===== src/rtl/icache_flush_unit_if.sv =====
// Bundle between the PC stage / icache refill path and the icache flush unit:
// flush commands, fetch-PC lookup, refill writes and the flush status returned to ctrl.
interface icache_flush_unit_if #(
  parameter int ADDR_W = 32,
  parameter int WAYS   = 2,
  parameter int WAY_W  = (WAYS > 1) ? $clog2(WAYS) : 1
);
  // No valid/ready pairs here. IcacheFlash/IcacheFlashAll are levels held by the PC stage,
  // and the unit reacts to a rise or an entry change. FillAble is a one-cycle write strobe
  // that is only legal while FlushBusy=0. Outputs are all registered.
  logic              IcacheFlash;
  logic              IcacheFlashAll;
  logic [ADDR_W-1:0] IcacheFlashEnty;
  logic [ADDR_W-1:0] PcDate;
  logic              FillAble;
  logic [WAY_W-1:0]  FillWay;
  logic [ADDR_W-1:0] FillAddr;
  logic [WAYS-1:0]   LookupValid;
  logic              FlushBusy;
  logic              FlushDone;
  logic [1:0]        DbgState;

  modport master (
    output IcacheFlash, IcacheFlashAll, IcacheFlashEnty, PcDate, FillAble, FillWay, FillAddr,
    input  LookupValid, FlushBusy, FlushDone, DbgState
  );

  modport slave (
    input  IcacheFlash, IcacheFlashAll, IcacheFlashEnty, PcDate, FillAble, FillWay, FillAddr,
    output LookupValid, FlushBusy, FlushDone, DbgState
  );
endinterface


===== src/rtl/icache_flush_unit.sv =====
// ICache line-valid array owner: single-set and full invalidation on PC-stage flush commands,
// registered valid lookup for the fetch PC, and refill valid-bit writes.
module icache_flush_unit #(
  parameter int SETS     = 64,
  parameter int WAYS     = 2,
  parameter int OFFSET_W = 4,
  parameter int ADDR_W   = 32
) (
  input logic                Clk,
  input logic                Rest,
  icache_flush_unit_if.slave Bus
);
  localparam int IDX_W = $clog2(SETS);
  localparam int WAY_W = (WAYS > 1) ? $clog2(WAYS) : 1;
  localparam logic [IDX_W-1:0] LAST_SET = IDX_W'(SETS - 1);

  typedef enum logic [1:0] {
    IDLE  = 2'd0,
    ENTRY = 2'd1,
    WALK  = 2'd2
  } state_t;

  state_t            State;
  logic [WAYS-1:0]   ValidArr [SETS];
  logic [IDX_W-1:0]  WalkCnt;
  logic [IDX_W-1:0]  TargetIdx;
  logic              PrevFlash;
  logic              PrevAll;
  logic [ADDR_W-1:0] PrevEnty;
  logic [WAYS-1:0]   LookupQ;
  logic              BusyQ;
  logic              DoneQ;

  logic [IDX_W-1:0]  PcIdx;
  logic [IDX_W-1:0]  FillIdx;
  logic [IDX_W-1:0]  EntyIdx;
  logic [WAY_W-1:0]  FillWaySel;
  logic              NewAll;
  logic              NewEntry;

  assign PcIdx      = Bus.PcDate[OFFSET_W +: IDX_W];
  assign FillIdx    = Bus.FillAddr[OFFSET_W +: IDX_W];
  assign EntyIdx    = Bus.IcacheFlashEnty[OFFSET_W +: IDX_W];
  assign FillWaySel = Bus.FillWay;

  // Commands are levels: only a rising All, or a rising/retargeted Flash, starts work.
  assign NewAll   = Bus.IcacheFlashAll & ~PrevAll;
  assign NewEntry = Bus.IcacheFlash & (~PrevFlash | (Bus.IcacheFlashEnty != PrevEnty));

  always_ff @(posedge Clk or negedge Rest) begin
    if (!Rest) begin
      State     <= IDLE;
      WalkCnt   <= '0;
      TargetIdx <= '0;
      PrevFlash <= 1'b0;
      PrevAll   <= 1'b0;
      PrevEnty  <= '0;
      LookupQ   <= '0;
      BusyQ     <= 1'b0;
      DoneQ     <= 1'b0;
      for (int s = 0; s < SETS; s++) ValidArr[s] <= '0;
    end else begin
      // Old array contents are read, so a same-edge fill shows up one cycle later.
      LookupQ <= BusyQ ? '0 : ValidArr[PcIdx];
      unique case (State)
        IDLE: begin
          PrevFlash <= Bus.IcacheFlash;
          PrevAll   <= Bus.IcacheFlashAll;
          PrevEnty  <= Bus.IcacheFlashEnty;
          if (Bus.FillAble) ValidArr[FillIdx][FillWaySel] <= 1'b1;
          if (NewAll) begin
            State   <= WALK;
            WalkCnt <= '0;
            BusyQ   <= 1'b1;
            DoneQ   <= (SETS == 1);
          end else if (NewEntry) begin
            State     <= ENTRY;
            TargetIdx <= EntyIdx;
            BusyQ     <= 1'b1;
            DoneQ     <= 1'b1;
          end
        end
        ENTRY: begin
          ValidArr[TargetIdx] <= '0;
          State <= IDLE;
          BusyQ <= 1'b0;
          DoneQ <= 1'b0;
        end
        WALK: begin
          ValidArr[WalkCnt] <= '0;
          if (WalkCnt == LAST_SET) begin
            State   <= IDLE;
            WalkCnt <= '0;
            BusyQ   <= 1'b0;
            DoneQ   <= 1'b0;
          end else begin
            WalkCnt <= WalkCnt + 1'b1;
            DoneQ   <= (WalkCnt == LAST_SET - 1'b1);
          end
        end
        default: begin
          State <= IDLE;
          BusyQ <= 1'b0;
          DoneQ <= 1'b0;
        end
      endcase
    end
  end

  assign Bus.LookupValid = LookupQ;
  assign Bus.FlushBusy   = BusyQ;
  assign Bus.FlushDone   = DoneQ;
  assign Bus.DbgState    = State;
endmodule


===== src/flat_wrapper.sv =====
// flat-port wrapper written by rule: the top's interface ports become plain ports
module icache_flush_unit_flat 
#(
  parameter int SETS     = 64,
  parameter int WAYS     = 2,
  parameter int OFFSET_W = 4,
  parameter int ADDR_W   = 32
)
  (Clk, Rest, Bus_IcacheFlash, Bus_IcacheFlashAll, Bus_IcacheFlashEnty, Bus_PcDate, Bus_FillAble, Bus_FillWay, Bus_FillAddr, Bus_LookupValid, Bus_FlushBusy, Bus_FlushDone, Bus_DbgState);
  icache_flush_unit_if #(.ADDR_W(ADDR_W), .WAYS(WAYS)) Bus_i ();
  input logic Clk;
  input logic Rest;
  input wire logic [$bits(Bus_i.IcacheFlash)-1:0] Bus_IcacheFlash;
  input wire logic [$bits(Bus_i.IcacheFlashAll)-1:0] Bus_IcacheFlashAll;
  input wire logic [$bits(Bus_i.IcacheFlashEnty)-1:0] Bus_IcacheFlashEnty;
  input wire logic [$bits(Bus_i.PcDate)-1:0] Bus_PcDate;
  input wire logic [$bits(Bus_i.FillAble)-1:0] Bus_FillAble;
  input wire logic [$bits(Bus_i.FillWay)-1:0] Bus_FillWay;
  input wire logic [$bits(Bus_i.FillAddr)-1:0] Bus_FillAddr;
  output wire logic [$bits(Bus_i.LookupValid)-1:0] Bus_LookupValid;
  output wire logic [$bits(Bus_i.FlushBusy)-1:0] Bus_FlushBusy;
  output wire logic [$bits(Bus_i.FlushDone)-1:0] Bus_FlushDone;
  output wire logic [$bits(Bus_i.DbgState)-1:0] Bus_DbgState;
  assign Bus_i.IcacheFlash = Bus_IcacheFlash;
  assign Bus_i.IcacheFlashAll = Bus_IcacheFlashAll;
  assign Bus_i.IcacheFlashEnty = Bus_IcacheFlashEnty;
  assign Bus_i.PcDate = Bus_PcDate;
  assign Bus_i.FillAble = Bus_FillAble;
  assign Bus_i.FillWay = Bus_FillWay;
  assign Bus_i.FillAddr = Bus_FillAddr;
  assign Bus_LookupValid = Bus_i.LookupValid;
  assign Bus_FlushBusy = Bus_i.FlushBusy;
  assign Bus_FlushDone = Bus_i.FlushDone;
  assign Bus_DbgState = Bus_i.DbgState;
  icache_flush_unit #(.SETS(SETS), .WAYS(WAYS), .OFFSET_W(OFFSET_W), .ADDR_W(ADDR_W)) u_core (.Clk(Clk), .Rest(Rest), .Bus(Bus_i));
endmodule

===== config.mk =====
export PLATFORM = sky130hd
export DESIGN_NAME = icache_flush_unit_flat
export DESIGN_NICKNAME = d
export VERILOG_FILES = /design/src/rtl/icache_flush_unit_if.sv /design/src/rtl/icache_flush_unit.sv /design/src/flat_wrapper.sv
export SDC_FILE = /design/constraint.sdc
export NUM_CORES = 1
export LEC_CHECK = 0
export ABC_AREA = 1
export CAP_MARGIN = 20
export CELL_PAD_IN_SITES_DETAIL_PLACEMENT = 2
export CELL_PAD_IN_SITES_GLOBAL_PLACEMENT = 2
export CORE_MARGIN = 2
export CORE_UTILIZATION = 32
export DETAILED_ROUTE_END_ITERATION = 6
export PLACE_DENSITY_LB_ADDON = 0.25
export RECOVER_POWER = 25
export SYNTH_ARGS = -nofsm -noshare
export SYNTH_HDL_FRONTEND = slang
export SYNTH_SLANG_ARGS = --single-unit

===== constraint.sdc =====
create_clock -name Clk -period 2.16 [get_ports Clk]
set_input_delay 0.648 -clock Clk [delete_from_list [all_inputs] [get_ports Clk]]
set_output_delay 0.648 -clock Clk [all_outputs]
set_load 0.02 [all_outputs]

**Run 1: M1 wires**

The bar under the picture is 50 um long. Cells faint in the background.
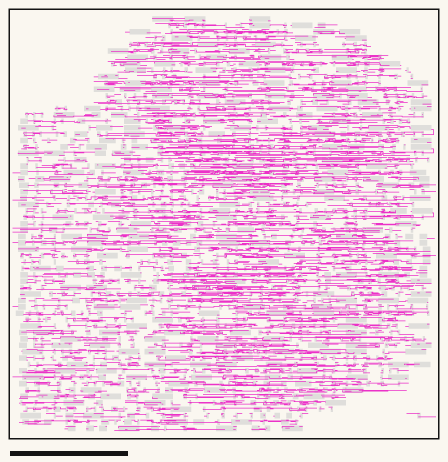
nets with wire on the layer: 1513
wire length on this layer: 17800 um
met1 global-route usage: 31.1%
routed vias: 10.3k
final WL: 41.2 mm

**Run 1: metal 2**

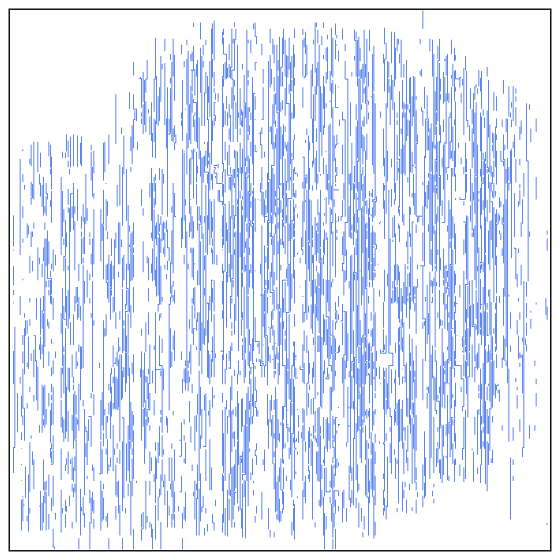
longest straight run: 75.8 um
wire length on this layer: 20.8 mm
main direction: vertical
share of all routed wire: 51%
nets with wire on the layer: 1450
met2 layer usage reported by global route: 45.7%

**Run 1: M3 wires**

The bar under the picture is 50 um long.
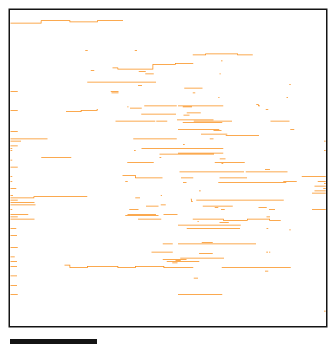
share of all routed wire: 4.0%
nets with wire on the layer: 99
GRT met3 Usage: 4.63%

**Run 1: met4 routing**

The bar under the picture is 50 um long.
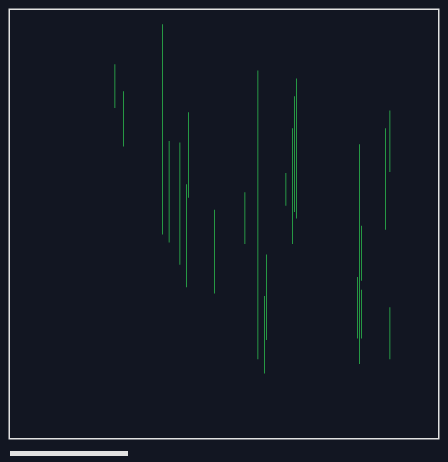
share of all routed wire: 2.4%
nets with wire on the layer: 20
wire length on this layer: 977 um
main direction: vertical

==> out/metrics.cfg, run 1 <==
[final_timing]
max_freq_mhz=472
drv_slew=0
rsz_0062_raised_after_global_routing=true
period_minus_slack_ps=2120
worst-slew-pin-transition_ps=1220

[synth]
synth-async-reset-ratio_pct=100
enable_flop_cells=0
syn_area_per_cell_um2=7.09
synth.yosys.num_cells=1429
synth_seq_share_pct=44.4
synth.area.mux_share_pct=0
syn-instance-count=1429
ys_chip_area_um2=10100

[place]
place_inst=1937
buffer_ports.inserted=55
gp_congestion=0.887

[clocking]
cts_hold_repair.buffers=0
htree_levels=4
cts.reportedPaths.clkPinSlew_ps=80
clk_latency_ps=460
cts_num_sinks=180

[route]
sum_of_met2_wire_segment_lengths_after_detailed_routing_mm=20.8
drt_first_iter_violations=543

[setup_path]
worst-path-max-fanout=2
category_of_cells_accounting_for_the_largest_share_of_critical_path_delay=buffers and inverters
critPathLaunch=u_core.Bus.FlushDone$_DFFE_PN0P_
path_cells=clkdlybuf4s50_1
timing.critical_path.required_ps=1510
crit_type=register to primary output
worst-path-stages=1

[grt]
grt_busiest_layer=met2
first_pass_grt_wire_length_mm=64.7

[flow_run]
drv_cap=0
log.warning_count=82

[pwr]
power.density_nw_per_um2=1170
power.leakage_nw=6.04
maxPowerGroup=combinational cells

[final_layout]
regMostFlops=u_core.ValidArr

[outcome]
run_status=finished clean

-- run 1: layout make-up --
type | instances | area, um2 | share of cell area [%]
clock inverter | 12 | 120 | 0.958
tap | 402 | 503 | 4.01
multi-input combinational | 972 | 4540 | 36.2
inverter | 225 | 845 | 6.74
timing repair buffer | 159 | 1570 | 12.5
clock buffer | 20 | 457 | 3.64
sequential | 180 | 4500 | 35.9
-- run 1: per-stage QoR --
stage                     hold WS (ps)  instance area (um2)  power, mW  util [%]  setup slack (ps)
after floorplan                    352                10100       9.02         -               236
after global placement             474                11900       11.1      38.1              -317
after CTS                          134                12500       14.8      39.9              21.1
after detailed placement           484                11900       11.5      38.1              -354
after global routing               502                12500       15.8      39.9             -79.2
final                              426                12500       14.7      39.9              40.9
**Run 1: the clock network**

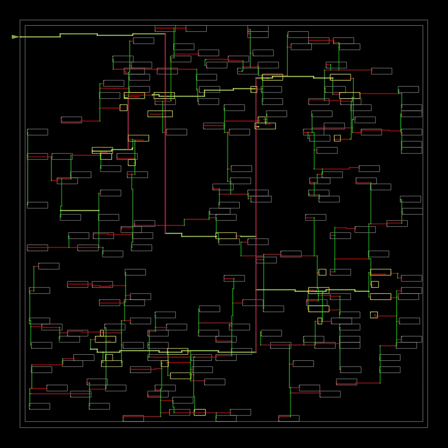

## Run 2: what changed since run 1
- CORE_UTILIZATION: 32 -> 25
- SKIP_LAST_GASP: not set -> 1
**Run 2: the clock network**

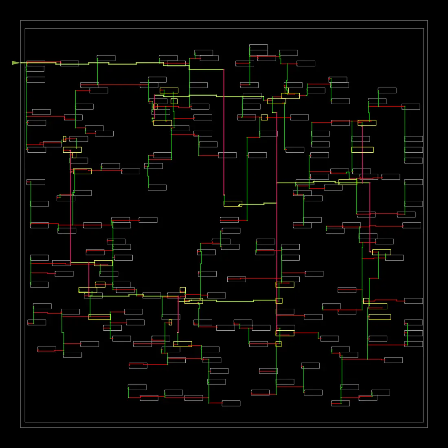
cts bufs inserted: 17
Clock net power: 3.37 mW

**Run 2: M1 wires**

The bar under the picture is 50 um long. Cells faint in the background.
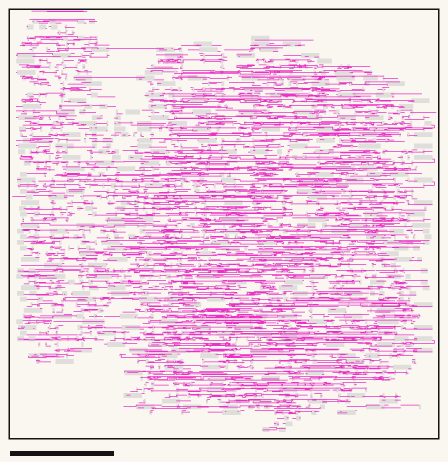
wire length on this layer: 19700 um
main direction: horizontal
share of all routed wire: 48%
longest straight run: 59.3 um
nets with wire on the layer: 1532
met1 global-route usage: 27.4%
routed vias: 10.1k

**Run 2: M3 wires**

The bar under the picture is 50 um long.
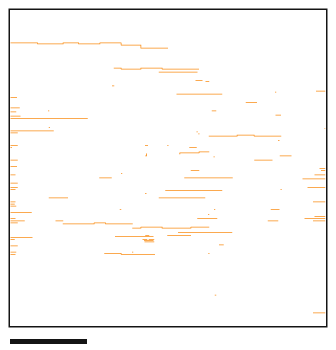
longest straight run: 49.9 um
share of all routed wire: 2.4%
nets with wire on the layer: 68
main direction: horizontal
final WL: 41.4 mm
GRT met3 Usage: 2.79%

==> run 2 against run 1 <==
  * Global-route usage fell by 5.1 points
  * Non-clock buffer count rose by 18
  * Core utilization fell by 7.6 points
  * Register-to-register slack improved by 80 ps
  * Critical path type unchanged
  * Largest power group unchanged
==> out/metrics.cfg, run 2 <==
[grt]
first_pass_grt_wire_length_mm=64.5  ; was 64.7 mm
grt_busiest_layer=met2  ; unchanged
use_met2_pct=34.3  ; was 45.7%

[synth]
synth.area.mux_share_pct=0  ; unchanged
enable_flop_cells=0  ; unchanged
syn-instance-count=1429  ; unchanged
ys_chip_area_um2=10100  ; unchanged
synth-async-reset-ratio_pct=100  ; unchanged
synth_seq_share_pct=44.4  ; unchanged
synthAdderAreaFrac_pct=0.617  ; unchanged
synth.yosys.num_cells=1429  ; unchanged
netlist.area_leader.share_pct=44.4  ; unchanged

[clocking]
cts_hold_repair.buffers=0  ; unchanged
cts_num_sinks=180  ; unchanged
tritoncts=yes  ; unchanged
clk_latency_ps=470  ; was 460 ps
postCtsSetupBuffers=0  ; unchanged
htree_levels=4  ; unchanged

[final_layout]
layout.clock_buffers=20  ; unchanged
non_clock_buffer_count=177  ; was 159
area_dominant_class=logic gates  ; unchanged
clkCellAreaFrac_pct=4.66  ; was 4.60%
numSequentialCells=180  ; unchanged
register_area_um2=4500  ; unchanged
share_of_post_route_cells_with_drive_strength_above_1_pct=11.9  ; was 11.0%
n_diodes=0  ; unchanged
combGateArea_um2=4540  ; about the same
fin_area_um2=12900  ; was 12500 um2
seq-cell-share_pct=35.0  ; was 35.9%
num-nonclk-inverters=225  ; unchanged
layout.comb_gates.multi_input=972  ; unchanged
regMostFlops=u_core.ValidArr  ; unchanged
non_clock_buffer_area_share_pct=13.4  ; was 12.5%
layout.core_utilization_pct=32.3  ; was 39.9%

[setup_path]
worst-path-stages=1  ; unchanged
critPathLaunch=u_core.Bus.LookupValid[0]$_DFF_PN0_  ; was u_core.Bus.FlushDone$_DFFE_PN0P_
crit_type=register to primary output  ; unchanged
timing.reg2reg.setup_slack_ps=160  ; was 80 ps
timing.critical_path.required_ps=1510  ; about the same
category_of_cells_accounting_for_the_largest_share_of_critical_path_delay=buffers and inverters  ; unchanged
arrival_ps=1400  ; was 1470 ps
path_cells=clkdlybuf4s50_1  ; unchanged
worst-path-max-fanout=1  ; was 2
worstReg2RegStart=u_core.Bus.DbgState[0]$_DFFE_PN0P_  ; unchanged
ff2ff_path_depth=11  ; unchanged

[place]
gp_congestion=0.807  ; was 0.887
dp_worst_setup_slack_ps=-357  ; was -354 ps
placement_cell_area_um2=12300  ; was 11900 um2
buffer_ports.inserted=55  ; unchanged
place_inst=2078  ; was 1937

[route]
avgViaCountPerCell=4.80  ; was 5.24
sum_of_met2_wire_segment_lengths_after_detailed_routing_mm=20.0  ; was 20.8 mm
routedLengthMet1_mm=19.7  ; was 17.8 mm
dr.max_layer_used=met4  ; unchanged
drt_first_iter_violations=327  ; was 543

[flow_run]
log.warning_count=81  ; was 82
drv_cap=0  ; unchanged

[pwr]
power.leakage_nw=6.15  ; was 6.04 nW
power.density_nw_per_um2=1170  ; about the same

[final_timing]
rsz_0062_raised_after_global_routing=false  ; was true
worst-slew-pin-transition_ps=1170  ; was 1220 ps
period_minus_slack_ps=2050  ; was 2120 ps
final.hold.worst_slack_ps=393  ; was 426 ps
max_freq_mhz=487  ; was 472 MHz

[outcome]
run_status=finished clean  ; unchanged

[floorplanning]
tap-cell-count=525  ; was 402

## run 2: cell counts after synthesis
No cell type changed its count.
## run 2: power by group
part | switching (mW) | total (mW) | leakage [nW] | internal (mW)
clock network | 1.51 | 3.37 | 0.287 | 1.85
registers | 0.747 | 5.52 | 2.19 | 4.77
logic | 3.93 | 6.15 | 3.67 | 2.22
total | 6.20 | 15.0 | 6.15 | 8.85
## run 2: logic make-up after synthesis
logic type | count (synthesis)
fa+ha+maj | 5
compound gates | 333
flops | 180
simple gates | 625
buf+inv | 277
xor+xnor | 9
## run 2: stage by stage
step | total power, mW | setup TNS, ps
global placement | 11.4 | -9380
finish | 15.0 | 0
global route | 16.3 | 0
floorplan | 9.02 | 0
CTS | 15.2 | 0
detailed placement | 11.7 | -15470
**Run 2: met4 routing**

The bar under the picture is 50 um long.
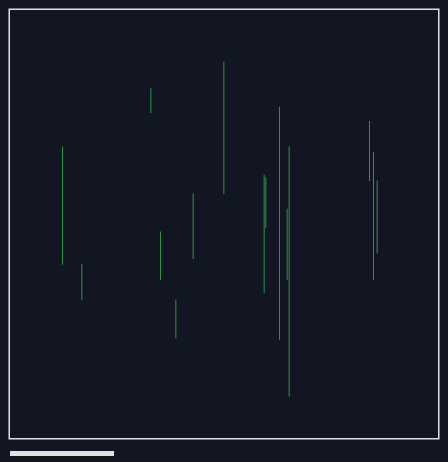

## Run 3: what changed since run 2
- MAX_ROUTING_LAYER: not set -> met4
- TNS_END_PERCENT: not set -> 30
**Run 3: met4 routing**

The bar under the picture is 50 um long.
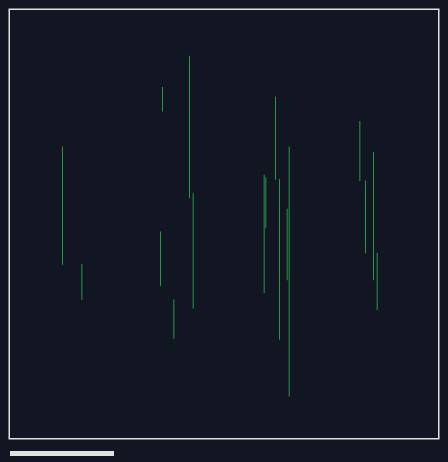
share of all routed wire: 1.8%
longest straight run: 120 um
wire length on this layer: 754 um
main direction: vertical
nets with wire on the layer: 9
final WL: 41.4 mm

**Run 3: metal 2**

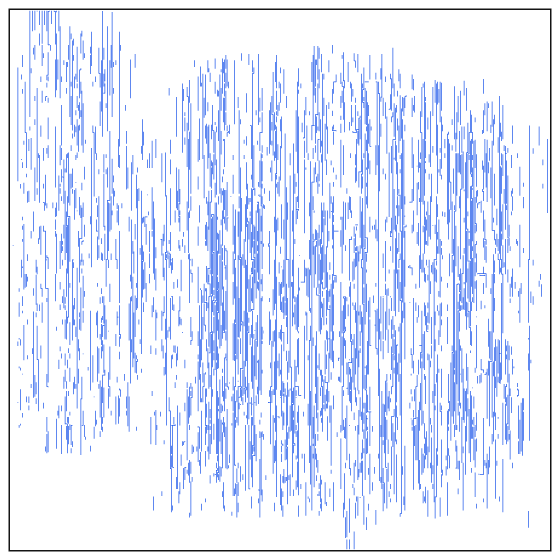
nets with wire on the layer: 1425
longest straight run: 125 um
main direction: vertical
wire length on this layer: 20.0 mm
met2 layer usage reported by global route: 34.3%

==> run 3 against run 2 <==
  * Worst hold slack worse by 2.9 ps
  * Sequential power hardly changed
  * Register-to-register slack better by 40 ps
  * Clock skew is 2.3 ps higher
  * First-iteration DRC count is 7.6% lower
  * Critical path depth stayed put
  * Synthesized area stayed put
  * Maximum frequency is 2.8% lower
  * Wire length hardly changed
  * Sequential cell count stayed put
  * Via count stayed put
  * Clock power hardly changed
  * Critical path type unchanged
  * Critical endpoint is now Bus_FlushDone
==> out/metrics.cfg, run 3 <==
[outcome]
run_status=finished clean  ; unchanged

[route]
detailroute.via_count=10100  ; unchanged
routedLengthMet1_mm=19.6  ; was 19.7 mm
drt_first_iter_violations=302  ; was 327
sum_of_met2_wire_segment_lengths_after_detailed_routing_mm=20.0  ; about the same
avgViaCountPerCell=4.80  ; unchanged
dr.max_layer_used=met4  ; unchanged

[pwr]
power.leakage_nw=6.15  ; about the same
sequentialPower_mw=5.52  ; about the same
power.share.clock_pct=22.4  ; about the same
power.clock.total_mw=3.37  ; about the same
power.switching_mw=6.21  ; was 6.20 mW
internal_power_mw=8.86  ; was 8.85 mW
power.density_nw_per_um2=1170  ; about the same
maxPowerGroup=combinational cells  ; unchanged
p_comb_mw=6.17  ; was 6.15 mW
comb_power_share_pct=41.0  ; was 40.9%

[final_timing]
worst-slew-pin-transition_ps=1170  ; about the same
drv_slew=0  ; unchanged
setup-tns-final_ps=0  ; unchanged
period_minus_slack_ps=2110  ; was 2050 ps
max_freq_mhz=474  ; was 487 MHz

[setup_path]
category_of_cells_accounting_for_the_largest_share_of_critical_path_delay=buffers and inverters  ; unchanged
worstReg2RegStart=u_core.Bus.DbgState[1]$_DFFE_PN0P_  ; was u_core.Bus.DbgState[0]$_DFFE_PN0P_
path_cells=clkdlybuf4s50_1  ; unchanged
crit_type=register to primary output  ; unchanged
arrival_ps=1460  ; was 1400 ps
critPathLaunch=u_core.Bus.FlushDone$_DFFE_PN0P_  ; was u_core.Bus.LookupValid[0]$_DFF_PN0_
timing.reg2reg.setup_slack_ps=200  ; was 160 ps
ff2ff_path_depth=14  ; was 11
timing.critical_path.required_ps=1510  ; about the same
worst-path-stages=1  ; unchanged
worst-path-max-fanout=2  ; was 1

[synth]
mappedNetlistNets=1536  ; unchanged
synth.area.mux_share_pct=0  ; unchanged
enable_flop_cells=0  ; unchanged
synth_seq_share_pct=44.4  ; unchanged
synthAdderAreaFrac_pct=0.617  ; unchanged
synth-async-reset-ratio_pct=100  ; unchanged
leading_cell_types_by_count_after_synthesis=sky130_fd_sc_hd__nand2_1 (307), sky130_fd_sc_hd__inv_1 (208), sky130_fd_sc_hd__nor2_1 (201), sky130_fd_sc_hd__dfrtp_1 (180), sky130_fd_sc_hd__a21oi_1 (131)  ; unchanged
netlist.area_leader.share_pct=44.4  ; unchanged
syn-instance-count=1429  ; unchanged
ys_chip_area_um2=10100  ; unchanged
synth.yosys.num_cells=1429  ; unchanged

[clocking]
clk_latency_ps=480  ; was 470 ps
cts.reportedPaths.clkPinSlew_ps=70  ; about the same
postCtsSetupBuffers=0  ; unchanged
cts_num_sinks=180  ; unchanged
tritoncts=yes  ; unchanged
htree_levels=4  ; unchanged
cts-buffers-inserted=17  ; unchanged

[flow_run]
drv_cap=0  ; unchanged
log.warning_count=83  ; was 81

[grt]
grt_busiest_layer=met2  ; unchanged
first_pass_grt_wire_length_mm=64.5  ; about the same
met3_usage_pct=2.79  ; unchanged

[final_layout]
layout.core_utilization_pct=32.3  ; about the same
regMostFlops=u_core.ValidArr  ; unchanged
n_diodes=0  ; unchanged
share_of_post_route_cells_with_drive_strength_above_1_pct=12.0  ; was 11.9%

**Run 3: M1 wires**

The bar under the picture is 50 um long. Cells faint in the background.
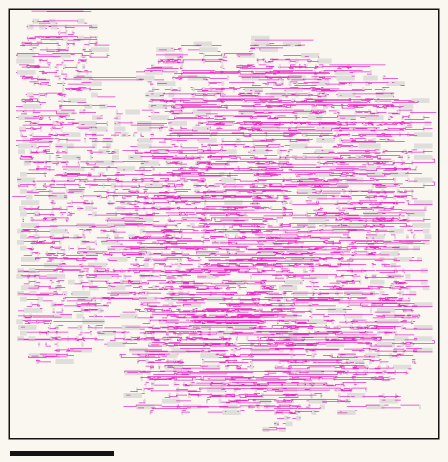
longest straight run: 61.2 um
main direction: horizontal
met1 global-route usage: 27.4%

==> run 3: cell count changes in the layout (fill, tap and decap cells not counted), sizes merged <==
| cell | delta |
|---|---|
| dlygate4sd2 | -2 |
| clkdlybuf4s50 | +2 |
==> run 3: stage by stage <==
step	std cells	worst slack (ps)	instance area [um2]	hold slack, ps	power, mW
after floorplan	1429	236	10100	352	9.02
after global placement	2078	-318	12300	473	11.4
after CTS	2110	-145	12900	10.8	15.2
after detailed placement	2078	-357	12300	482	11.7
final	2111	48.6	12900	390	15.1
after global routing	2111	-39.5	12900	452	16.3
==> run 3: cell type report <==
cell class	count	area [um2]
Fill cell	4680	27000
Sequential cell	180	4500
Multi-Input combinational cell	972	4540
Tap cell	525	657
Clock buffer	20	447
Clock inverter	12	154
Timing Repair Buffer	177	1730
Inverter	225	852
Power is estimated from default activity; no workload was simulated.
